$ cat src/rtl/core_run_pkg.sv
// Shared types for the run controller: host command opcodes and FSM states.
package core_run_pkg;

  localparam int unsigned OP_W = 2;

  typedef enum logic [OP_W-1:0] {
    OP_WR_IMEM = 2'd0,
    OP_WR_DMEM = 2'd1,
    OP_START   = 2'd2,
    OP_ABORT   = 2'd3
  } op_e;

  typedef enum logic [1:0] {
    ST_IDLE     = 2'd0,
    ST_RST_HOLD = 2'd1,
    ST_RUN      = 2'd2,
    ST_DONE     = 2'd3
  } state_e;

endpackage

$ cat src/rtl/run_cycle_counter.sv
// Saturating run-cycle counter with synchronous clear/enable and a limit compare.
// Ports:
//   clk, rst     clock, async active-high reset
//   clr_i        clear count to 0 (wins over en_i)
//   en_i         advance count by one (saturates at all-ones)
//   limit_i      compare value; 0 disables the compare
//   count_o      registered count
//   hit_c_o      combinational: limit_i != 0 and the next count equals limit_i
module run_cycle_counter #(
  parameter int unsigned CNT_W = 32
) (
  input  logic             clk,
  input  logic             rst,
  input  logic             clr_i,
  input  logic             en_i,
  input  logic [CNT_W-1:0] limit_i,
  output logic [CNT_W-1:0] count_o,
  output logic             hit_c_o
);

  logic [CNT_W-1:0] count_q;
  logic [CNT_W-1:0] count_d;
  logic [CNT_W-1:0] next_c;

  // Saturating increment
  assign next_c = (count_q == '1) ? count_q : count_q + CNT_W'(1);

  always_comb begin
    count_d = count_q;
    if (clr_i) begin
      count_d = '0;
    end else if (en_i) begin
      count_d = next_c;
    end
  end

  always_ff @(posedge clk or posedge rst) begin
    if (rst) begin
      count_q <= '0;
    end else begin
      count_q <= count_d;
    end
  end

  assign count_o = count_q;
  assign hit_c_o = (limit_i != '0) && (next_c == limit_i);

endmodule

$ cat src/rtl/core_run_ctrl.sv
// Host-side sequencer for the core: preloads IMEM/DMEM, holds the core in reset,
// runs it, and stops on a halt store or cycle-limit timeout.
// Ports:
//   clk, rst                      clock, async active-high reset
//   cmd_valid/cmd_ready/cmd_op    host command handshake (cmd_ready is combinational)
//   cmd_addr/cmd_data             write word address / data
//   run_limit                     max RUN cycles, sampled at START (0 = unlimited)
//   imem_we/waddr/wdata           IMEM write port (one-cycle pulses)
//   dmem_we/waddr/wdata           DMEM write port (one-cycle pulses)
//   core_reset_x                  active-low reset to the core
//   mon_we/mon_addr/mon_data      core store monitor
//   busy/done/halted/exit_code    run status and result
//   cycle_count                   RUN cycles elapsed
module core_run_ctrl
  import core_run_pkg::*;
#(
  parameter int unsigned       MEM_AW     = 8,
  parameter int unsigned       DATA_W     = 32,
  parameter int unsigned       CNT_W      = 32,
  parameter int unsigned       RST_CYCLES = 10,
  parameter logic [MEM_AW-1:0] HALT_ADDR  = MEM_AW'(8'hFF)
) (
  input  logic              clk,
  input  logic              rst,
  input  logic              cmd_valid,
  output logic              cmd_ready,
  input  logic [OP_W-1:0]   cmd_op,
  input  logic [MEM_AW-1:0] cmd_addr,
  input  logic [DATA_W-1:0] cmd_data,
  input  logic [CNT_W-1:0]  run_limit,
  output logic              imem_we,
  output logic [MEM_AW-1:0] imem_waddr,
  output logic [DATA_W-1:0] imem_wdata,
  output logic              dmem_we,
  output logic [MEM_AW-1:0] dmem_waddr,
  output logic [DATA_W-1:0] dmem_wdata,
  output logic              core_reset_x,
  input  logic              mon_we,
  input  logic [MEM_AW-1:0] mon_addr,
  input  logic [DATA_W-1:0] mon_data,
  output logic              busy,
  output logic              done,
  output logic              halted,
  output logic [DATA_W-1:0] exit_code,
  output logic [CNT_W-1:0]  cycle_count
);

  localparam int unsigned       HOLD_W    = (RST_CYCLES > 1) ? $clog2(RST_CYCLES) : 1;
  localparam logic [HOLD_W-1:0] HOLD_INIT = HOLD_W'(RST_CYCLES - 1);

  state_e            state_q, state_d;
  logic [HOLD_W-1:0] hold_q, hold_d;
  logic [CNT_W-1:0]  limit_q, limit_d;
  logic              core_reset_x_q, core_reset_x_d;
  logic              busy_q, busy_d;
  logic              done_q, done_d;
  logic              halted_q, halted_d;
  logic [DATA_W-1:0] exit_q, exit_d;

  logic              imem_we_q, imem_we_d;
  logic [MEM_AW-1:0] imem_waddr_q, imem_waddr_d;
  logic [DATA_W-1:0] imem_wdata_q, imem_wdata_d;
  logic              dmem_we_q, dmem_we_d;
  logic [MEM_AW-1:0] dmem_waddr_q, dmem_waddr_d;
  logic [DATA_W-1:0] dmem_wdata_q, dmem_wdata_d;

  op_e               op_c;
  logic              acc_c;
  logic              halt_c;
  logic              hit_c;
  logic              cnt_clr_c;
  logic              cnt_en_c;

  assign op_c   = op_e'(cmd_op);
  assign halt_c = mon_we && (mon_addr == HALT_ADDR);

  // While the core is held or running only ABORT may be accepted
  always_comb begin
    cmd_ready = 1'b1;
    if ((state_q == ST_RST_HOLD) || (state_q == ST_RUN)) begin
      cmd_ready = (op_c == OP_ABORT);
    end
  end

  assign acc_c = cmd_valid && cmd_ready;

  // Write pulse path, independent of the FSM
  always_comb begin
    imem_we_d    = acc_c && (op_c == OP_WR_IMEM);
    dmem_we_d    = acc_c && (op_c == OP_WR_DMEM);
    imem_waddr_d = imem_waddr_q;
    imem_wdata_d = imem_wdata_q;
    dmem_waddr_d = dmem_waddr_q;
    dmem_wdata_d = dmem_wdata_q;
    if (imem_we_d) begin
      imem_waddr_d = cmd_addr;
      imem_wdata_d = cmd_data;
    end
    if (dmem_we_d) begin
      dmem_waddr_d = cmd_addr;
      dmem_wdata_d = cmd_data;
    end
  end

  // Run sequencing FSM
  always_comb begin
    state_d   = state_q;
    hold_d    = hold_q;
    limit_d   = limit_q;
    halted_d  = halted_q;
    exit_d    = exit_q;
    cnt_clr_c = 1'b0;
    cnt_en_c  = 1'b0;

    if (acc_c && (op_c == OP_ABORT)) begin
      state_d   = ST_IDLE;
      halted_d  = 1'b0;
      exit_d    = '0;
      cnt_clr_c = 1'b1;
    end else begin
      case (state_q)
        ST_IDLE, ST_DONE: begin
          if (acc_c && (op_c == OP_START)) begin
            state_d   = ST_RST_HOLD;
            hold_d    = HOLD_INIT;
            limit_d   = run_limit;
            halted_d  = 1'b0;
            exit_d    = '0;
            cnt_clr_c = 1'b1;
          end
        end
        ST_RST_HOLD: begin
          if (hold_q == '0) begin
            state_d = ST_RUN;
          end else begin
            hold_d = hold_q - HOLD_W'(1);
          end
        end
        ST_RUN: begin
          // The halting / timing-out cycle is itself counted
          cnt_en_c = 1'b1;
          if (halt_c) begin
            state_d  = ST_DONE;
            halted_d = 1'b1;
            exit_d   = mon_data;
          end else if (hit_c) begin
            state_d  = ST_DONE;
            halted_d = 1'b0;
          end
        end
        default: state_d = ST_IDLE;
      endcase
    end

    busy_d         = (state_d == ST_RST_HOLD) || (state_d == ST_RUN);
    done_d         = (state_d == ST_DONE);
    core_reset_x_d = (state_d == ST_RUN);
  end

  always_ff @(posedge clk or posedge rst) begin
    if (rst) begin
      state_q        <= ST_IDLE;
      hold_q         <= '0;
      limit_q        <= '0;
      core_reset_x_q <= 1'b0;
      busy_q         <= 1'b0;
      done_q         <= 1'b0;
      halted_q       <= 1'b0;
      exit_q         <= '0;
      imem_we_q      <= 1'b0;
      imem_waddr_q   <= '0;
      imem_wdata_q   <= '0;
      dmem_we_q      <= 1'b0;
      dmem_waddr_q   <= '0;
      dmem_wdata_q   <= '0;
    end else begin
      state_q        <= state_d;
      hold_q         <= hold_d;
      limit_q        <= limit_d;
      core_reset_x_q <= core_reset_x_d;
      busy_q         <= busy_d;
      done_q         <= done_d;
      halted_q       <= halted_d;
      exit_q         <= exit_d;
      imem_we_q      <= imem_we_d;
      imem_waddr_q   <= imem_waddr_d;
      imem_wdata_q   <= imem_wdata_d;
      dmem_we_q      <= dmem_we_d;
      dmem_waddr_q   <= dmem_waddr_d;
      dmem_wdata_q   <= dmem_wdata_d;
    end
  end

  run_cycle_counter #(
    .CNT_W (CNT_W)
  ) u_cnt (
    .clk     (clk),
    .rst     (rst),
    .clr_i   (cnt_clr_c),
    .en_i    (cnt_en_c),
    .limit_i (limit_q),
    .count_o (cycle_count),
    .hit_c_o (hit_c)
  );

  assign core_reset_x = core_reset_x_q;
  assign busy         = busy_q;
  assign done         = done_q;
  assign halted       = halted_q;
  assign exit_code    = exit_q;
  assign imem_we      = imem_we_q;
  assign imem_waddr   = imem_waddr_q;
  assign imem_wdata   = imem_wdata_q;
  assign dmem_we      = dmem_we_q;
  assign dmem_waddr   = dmem_waddr_q;
  assign dmem_wdata   = dmem_wdata_q;

endmodule

$ cat config.mk
export PLATFORM = sky130hd
export DESIGN_NAME = core_run_ctrl
export DESIGN_NICKNAME = d
export VERILOG_FILES = /design/src/rtl/core_run_pkg.sv /design/src/rtl/run_cycle_counter.sv /design/src/rtl/core_run_ctrl.sv
export SDC_FILE = /design/constraint.sdc
export NUM_CORES = 1
export LEC_CHECK = 0
export CAP_MARGIN = 10
export CORE_MARGIN = 5
export CORE_UTILIZATION = 45
export CTS_BUF_LIST = sky130_fd_sc_hd__clkbuf_2 sky130_fd_sc_hd__clkbuf_4 sky130_fd_sc_hd__clkbuf_8
export DETAILED_ROUTE_END_ITERATION = 10
export MAX_ROUTING_LAYER = met4
export PLACE_DENSITY = 0.82
export SLEW_MARGIN = 15
export SYNTH_ARGS = -nofsm -noshare
export SYNTH_HDL_FRONTEND = slang
export SYNTH_HIERARCHICAL = 1
export SYNTH_SLANG_ARGS = --single-unit
$ cat constraint.sdc
create_clock -name clk -period 4.8 [get_ports clk]
set_input_delay 0.96 -clock clk [delete_from_list [all_inputs] [get_ports clk]]
set_output_delay 0.96 -clock clk [all_outputs]
set_load 0.05 [all_outputs]
Routed clock nets over the placement:
Bar = 50 um.
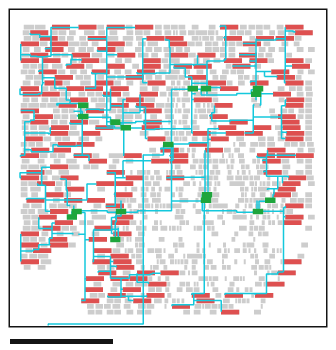
[cells driving clock nets] green | count: 17
[flip-flops] red | count: 188
[clock wires] cyan | length: 2270 um
routed clock nets: 18

Placed standard cells:
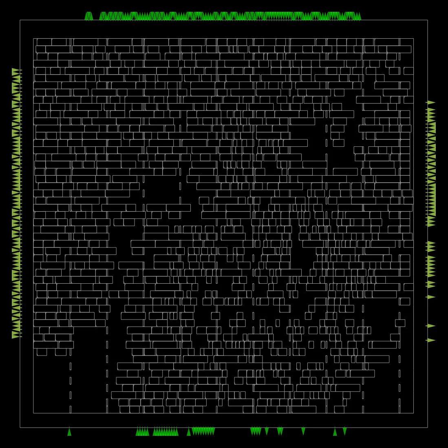
count of non-filler cells in the finished layout: 1304
site row count: 52
fillers: 1697

Close-up of the layout:
Region (57, 26) to (97, 66) um. Cells in grey, sequential cells in the stronger grey; small squares are vias.
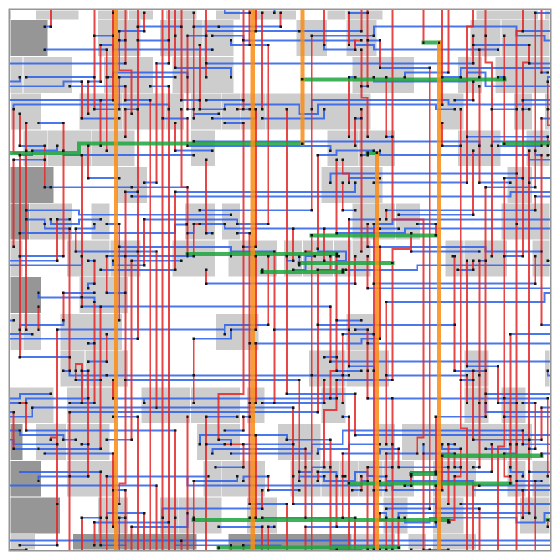
[met2] red
[met1] blue
[met3] green
[met4] orange
cells with their middle in the window: 97
sequential cells in the window: 0
most frequent: xnor2_1 (10), nand2_1 (8)

==> worst register-to-register path, stage by stage (launching register included) <==
cell	delay [ns]
dfrtp_1	0.46
ha_1	0.34
and4_1	0.25
nand3_1	0.31
nor4_4	0.60
a21oi_1	0.07
a2111oi_0	0.32
o21ai_0	0.16
a221o_1	0.31
nor4_2	0.35
o21a_1	0.20
o31ai_1	0.09
ha_1	0.30
inv_1	0.04
==> worst max-delay path by stage <==
stage | cells past startpoint | from | end
after global routing | 13 | u_cnt/count_o[0] | busy
after floorplan | 13 | u_cnt/count_o[0] | busy
final | 13 | u_cnt/count_o[0] | busy
after detailed placement | 12 | u_cnt/count_o[0] | busy
after CTS | 13 | u_cnt/count_o[0] | busy
after global placement | 12 | u_cnt/count_o[0] | busy
==> summary.txt <==
Notes on the physical implementation.

- The flow ran to the end, and the final reports show no timing, DRC or antenna violations.
- The kind of cell with the highest combined delay on the critical path is simple AND/OR/NAND/NOR gates, for reference.
- Once layout is complete, the utilization of the core stands at 61.8%.
- The number of violations reported at the end of detailed-routing iteration 0 is 492, for reference.
- By count the netlist is led by dfrtp_1 (188), mux2_2 (72), nand2_1 (44).
- The synthesized-area fraction occupied by adder cells is approximately 1.1%, for reference.
- The layout buffer count excluding clock buffers is 277, for reference.
- Summing all flip-flop and latch instances after layout gives 4700 sq um.
- Summed over all failing endpoints, the final setup total negative slack is 0 ns.
- After clock tree synthesis, the repair step resized 0 gates.
- The signed area change from the synthesized netlist to the final layout is 34.7%, for reference.
- The cell sequence reported for the critical path is ha_1 -> and4_1 -> nand3_1 -> nor4_4 -> a21oi_1 -> a2111oi_0 -> o21ai_0 -> a221o_1 -> nor4_2 -> o21a_1 -> o31ai_1 -> ha_1 -> inv_1.
- At the end of the flow, the number of nets in the layout was 1147.
- The fraction of area in registers is 37.5%, for reference.
- Global routing used 23.1% of the available tracks across all layers.
- By area the synthesized netlist is led by dfrtp_1 (51%), mux2_2 (8.7%), mux2_4 (6.3%), a22o_1 (3.1%), xor2_1 (3.1%).
- Setup slack on the worst path after placement came out at 0.971 ns.
- The final layout report lists a clock buffer count of 17.
- Buffers placed on the I/O ports in this run total 268.
- The pin count of the biggest net entering global routing is 49, for reference.
- The buffer type at the clock tree root is clkbuf_8, for reference.
- The leftover overflow at the end of global routing is 0, for reference.
- The endpoint of the lowest-slack register-to-register path is busy, for reference.
- TritonCTS built the clock tree.
- The timing report shows that the slowest cell on the worst path is nor4_4.
- The power consumed by sequential cells is 2.52 mW, for reference.
- The width of the die is 154 um, for reference.
- Synthesis inferred 188 register bits.
- The met3 global-route usage is under 10%, for reference.
- After synthesis the cells add up to 9320 sq um.
- The ratio of cells with drive above 1 in the final layout is ~18%, for reference.
- The compound-gate portion of the synthesized area is 10.0%, for reference.
- The beginning of the worst hold path is imem_waddr[3], for reference.
- The hold slack is 0.513 ns, for reference.
- The global routing met1 resource utilization is 30.4%, for reference.
- The number of antenna cells inserted is 0, for reference.
- The share of total power dissipated in combinational logic is 51.4%.
- In this build the clock could be raised as far as 256 MHz.
- The first global-routing pass estimated 42.1 mm of wire.
- The synthesis run identifies the leading combinational cell family as multiplexers.
- For this design, Yosys synthesis ends with a cell count of between 700 and 800.
- Across the whole layout, multi-input logic makes up ~34% of the cell area.
- The report lists the power per cell area as 596 nW/um^2.
- The clock-cell share of area is 3.45%, for reference.
- The mean cell area of the mapped netlist is 12.1 sq um, for reference.
- The met2 wirelength from detailed routing is 13.0 mm, for reference.
- Per the synthesis report, the dominant area consumer among library cells is dfrtp_1.
- During synthesis, Yosys emitted a total of 6 warnings.
- The worst-case hold path end point is imem_waddr[3], for reference.
- Once routing completed, OpenROAD measured the worst setup slack at 0.886 ns.
- The total vias in the final route is a little over 7000, for reference.
- The iteration tally of the first detailed-router pass is 5, for reference.
- For this run, global-route usage on met2 was measured as 36.3%.
- Logic depth along the worst register-to-register path is recorded as 13.
- In the routed design, unresolved DRC markers number 0.
- The via count of the first global-routing pass was 7302.
- The routed length on met3 is about 1.6 mm, for reference.
- Ranked by power, first place goes to combinational cells.
- The synthesized chip area reported by yosys is ~9300 sq um, for reference.
- Hold-check failures listed in the final report amount to 0.
- The floorplan step defined a core boundary enclosing 20300 sq um.
- Per the post-run analysis, buffers plus inverters along the critical path come to 1.
- The worst setup path is of the reg -> reg kind.
- The worst path needs 3.91 ns of the cycle, external delays included.
- The launch instance of the worst register-to-register path is u_cnt/count_o[0], for reference.
- The OpenROAD warning count is 30, for reference.
- The post-layout total power is 7.49 mW, for reference.
- Ranking logic cells in the layout by count gives the top entries clkdlybuf4s50_1 (268), dfrtp_1 (188), mux2_2 (72).
- For the clock group, total power comes out at 1.12 mW.
- Looking at the max-slew report, the worst-margin pin has a slew of 1.10 ns.
- The kind of capture point of the worst setup path is a register, for reference.
- The switching power summed over all nets is 3.44 mW, for reference.
- The ratio of routed vias to standard cells is 5.49, for reference.
- Across the run, the number of max-cap violations was 0.
- Of the total synthesized cell area, the portion taken by XOR and XNOR cells is 5.92%.
- The buffer share of cell area is 22.1%, for reference.
- The number of sequential cells reported for the layout is 188.
- The average wire length per cell after detail routing is 20.6 um, for reference.
- The most common logic cell in the final layout is clkdlybuf4s50_1.
Power and IR drop assume default switching activity.
